==> config.mk <==
export PLATFORM = sky130hd
export DESIGN_NAME = register_4bit
export DESIGN_NICKNAME = d
export VERILOG_FILES = /design/src/rtl/register_4bit.sv
export SDC_FILE = /design/constraint.sdc
export NUM_CORES = 1
export LEC_CHECK = 0
export CAP_MARGIN = 20
export CORE_AREA = 2 2 39 41
export CTS_CLUSTER_DIAMETER = 40
export DETAILED_ROUTE_END_ITERATION = 8
export DIE_AREA = 0 0 41 43
export SYNTH_ARGS = -nofsm -noshare
export SYNTH_HDL_FRONTEND = slang
export SYNTH_SLANG_ARGS = --single-unit
==> constraint.sdc <==
create_clock -name clk -period 1.9 [get_ports clk]
set_input_delay 0.38 -clock clk [delete_from_list [all_inputs] [get_ports clk]]
set_output_delay 0.38 -clock clk [all_outputs]
set_load 0.02 [all_outputs]
Figure 1. PDN straps and rails (run 1).
Pins as bars on the die edge. Tap cells in grey.
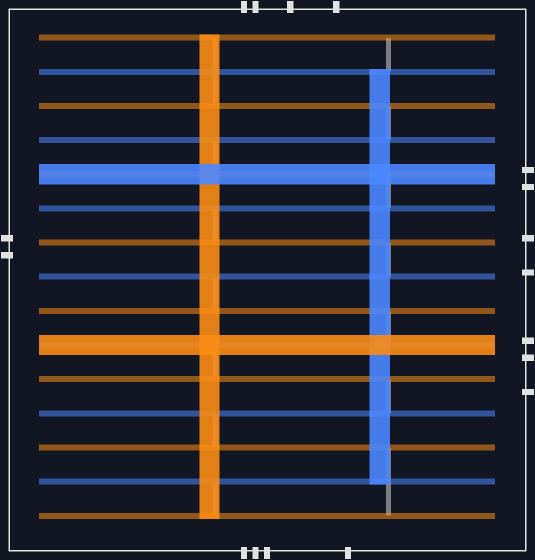
- orange: VSS
- blue: VDD
- tap cells: 16
- rows: 14
- met4 straps: 2
CORE AREA: 1380 um^2
die y size: 43 um
IR drop worst, VDD: 203 uV

Figure 2. Clock network drawn from the DEF (run 1).
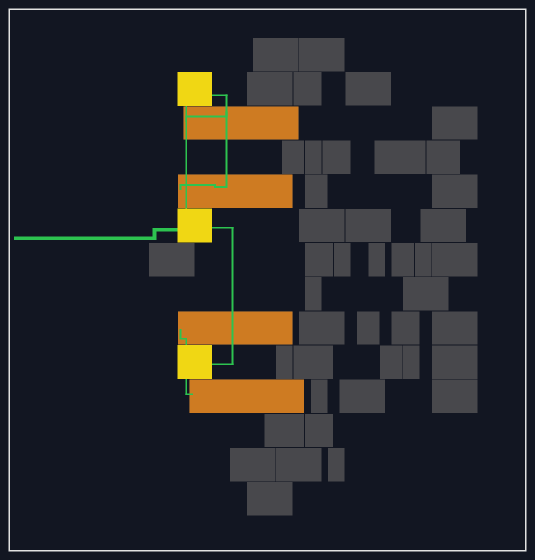
- green: clock wires (length 66.5 um)
- orange: flip-flops (count 4)
- yellow: cells driving clock nets (count 3)
- routed clock nets: 4
Clk pwr share: 0.357
clk ins delay skew pair: 0.23 ns
Final Skew: 0.00377 ns

Figure 3. Metal 2 (run 1).
The bar under the picture is 10 um long.
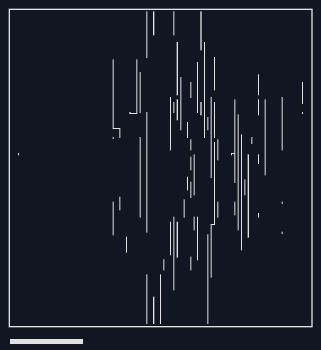
- share of all routed wire: 50%
- main direction: vertical
- wire length on this layer: 334 um
- longest straight run: 16.3 um
- nets with wire on the layer: 54
via count: 291
met2 usage in global routing: 0.141
drt total wl: 663 um

==> impl_metrics.py, run 1 <==
# Generated from Yosys and OpenROAD reports
metrics = {
    "yosys": {
        "avgSynthCellArea_um2": 8.48,
        "top_area_cell": "dfrtp_1",
        "syn_area_um2": 305,
        "ys_warn_count": 0,
        "most_common_cell": "nor2_1",
        "synthDominantCellAreaShare": 0.328,
        "yosys-stat-area_um2": 305,
        "ys_cells": 36,
        "ff_type": "dfrtp_1",
        "ys_seq_share": 0.328,
        "synth-edff-count": 0,
    },
    "floorplanning": {
        "die-width_um": 41,
        "taps": 16,
        "io_pins": 17,
        "initial_core_util": 0.221,
    },
    "pwr": {
        "seq_cell_power_w": 0.0000989,
        "intPower_w": 0.000211,
        "pg_clk_w": 0.000102,
        "top_power_group": "the clock network",
        "switching_share": 0.259,
        "p_comb_w": 0.0000843,
        "p_comb_frac": 0.296,
        "p_leak_nw": 0.191,
    },
    "layout": {
        "layout.nonclk_buf_frac": 0.357,
        "fin_nets": 64,
        "seqCellArea_um2": 100,
        "largest_register_ff_count": 4,
        "num-nonclk-buffers": 17,
        "logic_area_um2": 155,
        "seq_share": 0.213,
        "mostFrequentLayoutCell": "clkdlybuf4s50_1",
        "final_cell_mix": "clkdlybuf4s50_1, nor2_1, dfrtp_1",
        "nFillCells": 155,
        "ff_count": 4,
        "num-multi-input-gates": 25,
        "fin_util": 0.339,
        "drive_gt1_frac": 0.120,
        "sh_comb_area": 0.331,
    },
    "drt": {
        "route.met3.wl_um": 44,
        "drc_errors": 0,
        "wirelength_met1_um": 283,
        "met2WireLength_um": 334,
        "first_pass_iters": 3,
        "avgViaCountPerCell": 4.41,
    },
    "global_routing": {
        "antenna_found_initial": 0,
        "grt_max_degree": 11,
        "use_met3": 0.0314,
        "gr-usage-met1": 0.0939,
        "grt_usage": 0.0895,
    },
    "sta": {
        "slew_headroom": 0.796,
        "setup_viol": 0,
        "min_period_ns": 1.86,
        "worst_pin_slew_ns": 0.306,
    },
    "worst_hold_path": {
        "hp-class": "in -> async",
    },
    "clocking": {
        "cts_setup_buffers": 0,
        "root_buffer": "clkbuf_4",
        "cts_tree": "built",
        "clk_pin_slew_ns": 0.04,
        "cts.sinks": 4,
        "cts_buffers": 3,
    },
    "run_status": {
        "status": "finished, final reports clean",
    },
    "place": {
        "portBuffers": 16,
        "gp_congestion": 0.649,
        "dp_hpwl_um": 549,
        "place_area_um2": 447,
    },
    "critical_path": {
        "arrival_ns": 1.48,
        "critPathMaxFanout": 2,
        "critPathCaptureType": "primary output",
        "start_kind": "input pin",
        "worstSetupPathType": "in -> out",
    },
    "job": {
        "max-cap-violations": 0,
    },
}
[run 1: per-stage QoR]
step | cells | setup TNS, ns | total power [W]
5_1_grt | 66 | 0 | 0.000307
4_1_cts | 66 | 0 | 0.000289
6_report | 66 | 0 | 0.000285
2_1_floorplan | 36 | 0 | 0.000149
3_3_place_gp | 63 | -0.223 | 0.000186
3_5_place_dp | 63 | -0.216 | 0.000186
[run 1: cell families after synthesis]
kind of cell,Yosys count,share of synthesized area
AND/OR/NAND/NOR,13,0.197
AND-OR/OR-AND,9,0.209
buffers and inverters,7,0.164
flip-flops,4,0.328
multiplexers,3,0.102
[run 1: worst max-delay path, stage by stage]
cell,delay [ns]
clkdlybuf4s50_1,0.49
mux2_2,0.33
clkdlybuf4s15_1,0.29
Figure 4. Placement view (run 1).
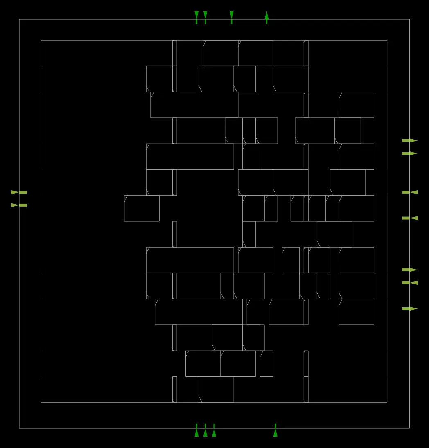

--- run 2 (diff from run 1) ---
--- a/constraint.sdc
+++ b/constraint.sdc
@@ -3,2 +3,2 @@
 set_output_delay 0.38 -clock clk [all_outputs]
-set_load 0.02 [all_outputs]
+set_load 0.05 [all_outputs]
Figure 5. Placement view (run 2).
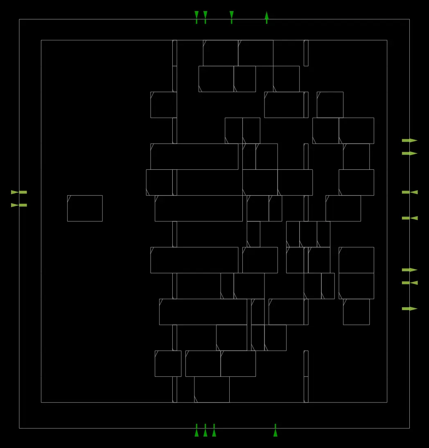
Layout Cells excl Fill: 66
well tap count: 16
Seq/total area: 0.218

==> impl_metrics.py, run 2 <==
# Generated from Yosys and OpenROAD reports
metrics = {
    "run_status": {
        "status": "finished, final reports clean",
    },
    "layout": {
        "final_cell_mix": "clkdlybuf4s50_1, nor2_1, buf_4",
        "nFillCells": 154,
        "drive_gt1_frac": 0.200,
        "mostFrequentLayoutCell": "clkdlybuf4s50_1",
        "fin_nets": 64,
        "fin_util": 0.332,
    },
    "sta": {
        "min_period_ns": 1.79,
        "worst_pin_slew_ns": 0.487,
        "finalSetupTns_ns": 0,
        "setup_viol": 0,
        "skew_ns": 0.000232,
        "slew_headroom": 0.674,
    },
    "pwr": {
        "p_leak_nw": 0.197,
        "p_comb_frac": 0.336,
        "switching_share": 0.309,
    },
    "place": {
        "dp_hpwl_um": 546,
        "gp_congestion": 0.641,
    },
    "drt": {
        "first_pass_iters": 4,
        "drc_errors": 0,
        "wirelength_met1_um": 283,
        "num_vias": 290,
        "route.met3.wl_um": 50,
    },
    "global_routing": {
        "gr-usage-met1": 0.0747,
        "antenna_found_initial": 0,
    },
    "critical_path": {
        "critPathMaxFanout": 4,
        "critPathCaptureType": "primary output",
        "path_cells": "clkdlybuf4s50_1",
        "arrival_ns": 1.41,
    },
    "yosys": {
        "yosys-stat-area_um2": 305,
        "synth.mux.area_fraction": 0.102,
        "most_common_cell": "nor2_1",
        "adder_share": 0,
        "simple_gate_share": 0.197,
    },
    "clocking": {
        "root_buffer": "clkbuf_4",
        "clk_latency_ns": 0.23,
        "cts_buffers": 3,
    },
    "job": {
        "max-cap-violations": 0,
    },
    "floorplanning": {
        "initial_core_util": 0.221,
    },
}
[run 2: netlist changes by cell type in the layout (fill, tap and decap cells not counted)]
cell,delta
clkdlybuf4s50_1,-3
buf_4,+4
clkdlybuf4s15_1,-1
[run 2: final cells by class]
cell class	count	area, um^2	area share
Tap cell	16	20.0	0.0436
Inverter	1	3.75	0.00817
Sequential cell	4	100	0.218
Multi-Input combinational cell	25	155	0.338
Clock buffer	3	22.5	0.0490
Timing Repair Buffer	17	158	0.343
[run 2: power groups by stage]
stage	logic (W)	clock network (W)	registers (W)
2_1_floorplan	0.0000700	0	0.0000981
3_3_place_gp	0.000102	0	0.000100
3_5_place_dp	0.000103	0	0.000100
4_1_cts	0.000103	0.000109	0.0000990
5_1_grt	0.000108	0.000114	0.0000999
6_report	0.000102	0.000102	0.0000991
Power figures rest on the tool's default switching activity, not on a simulated workload.
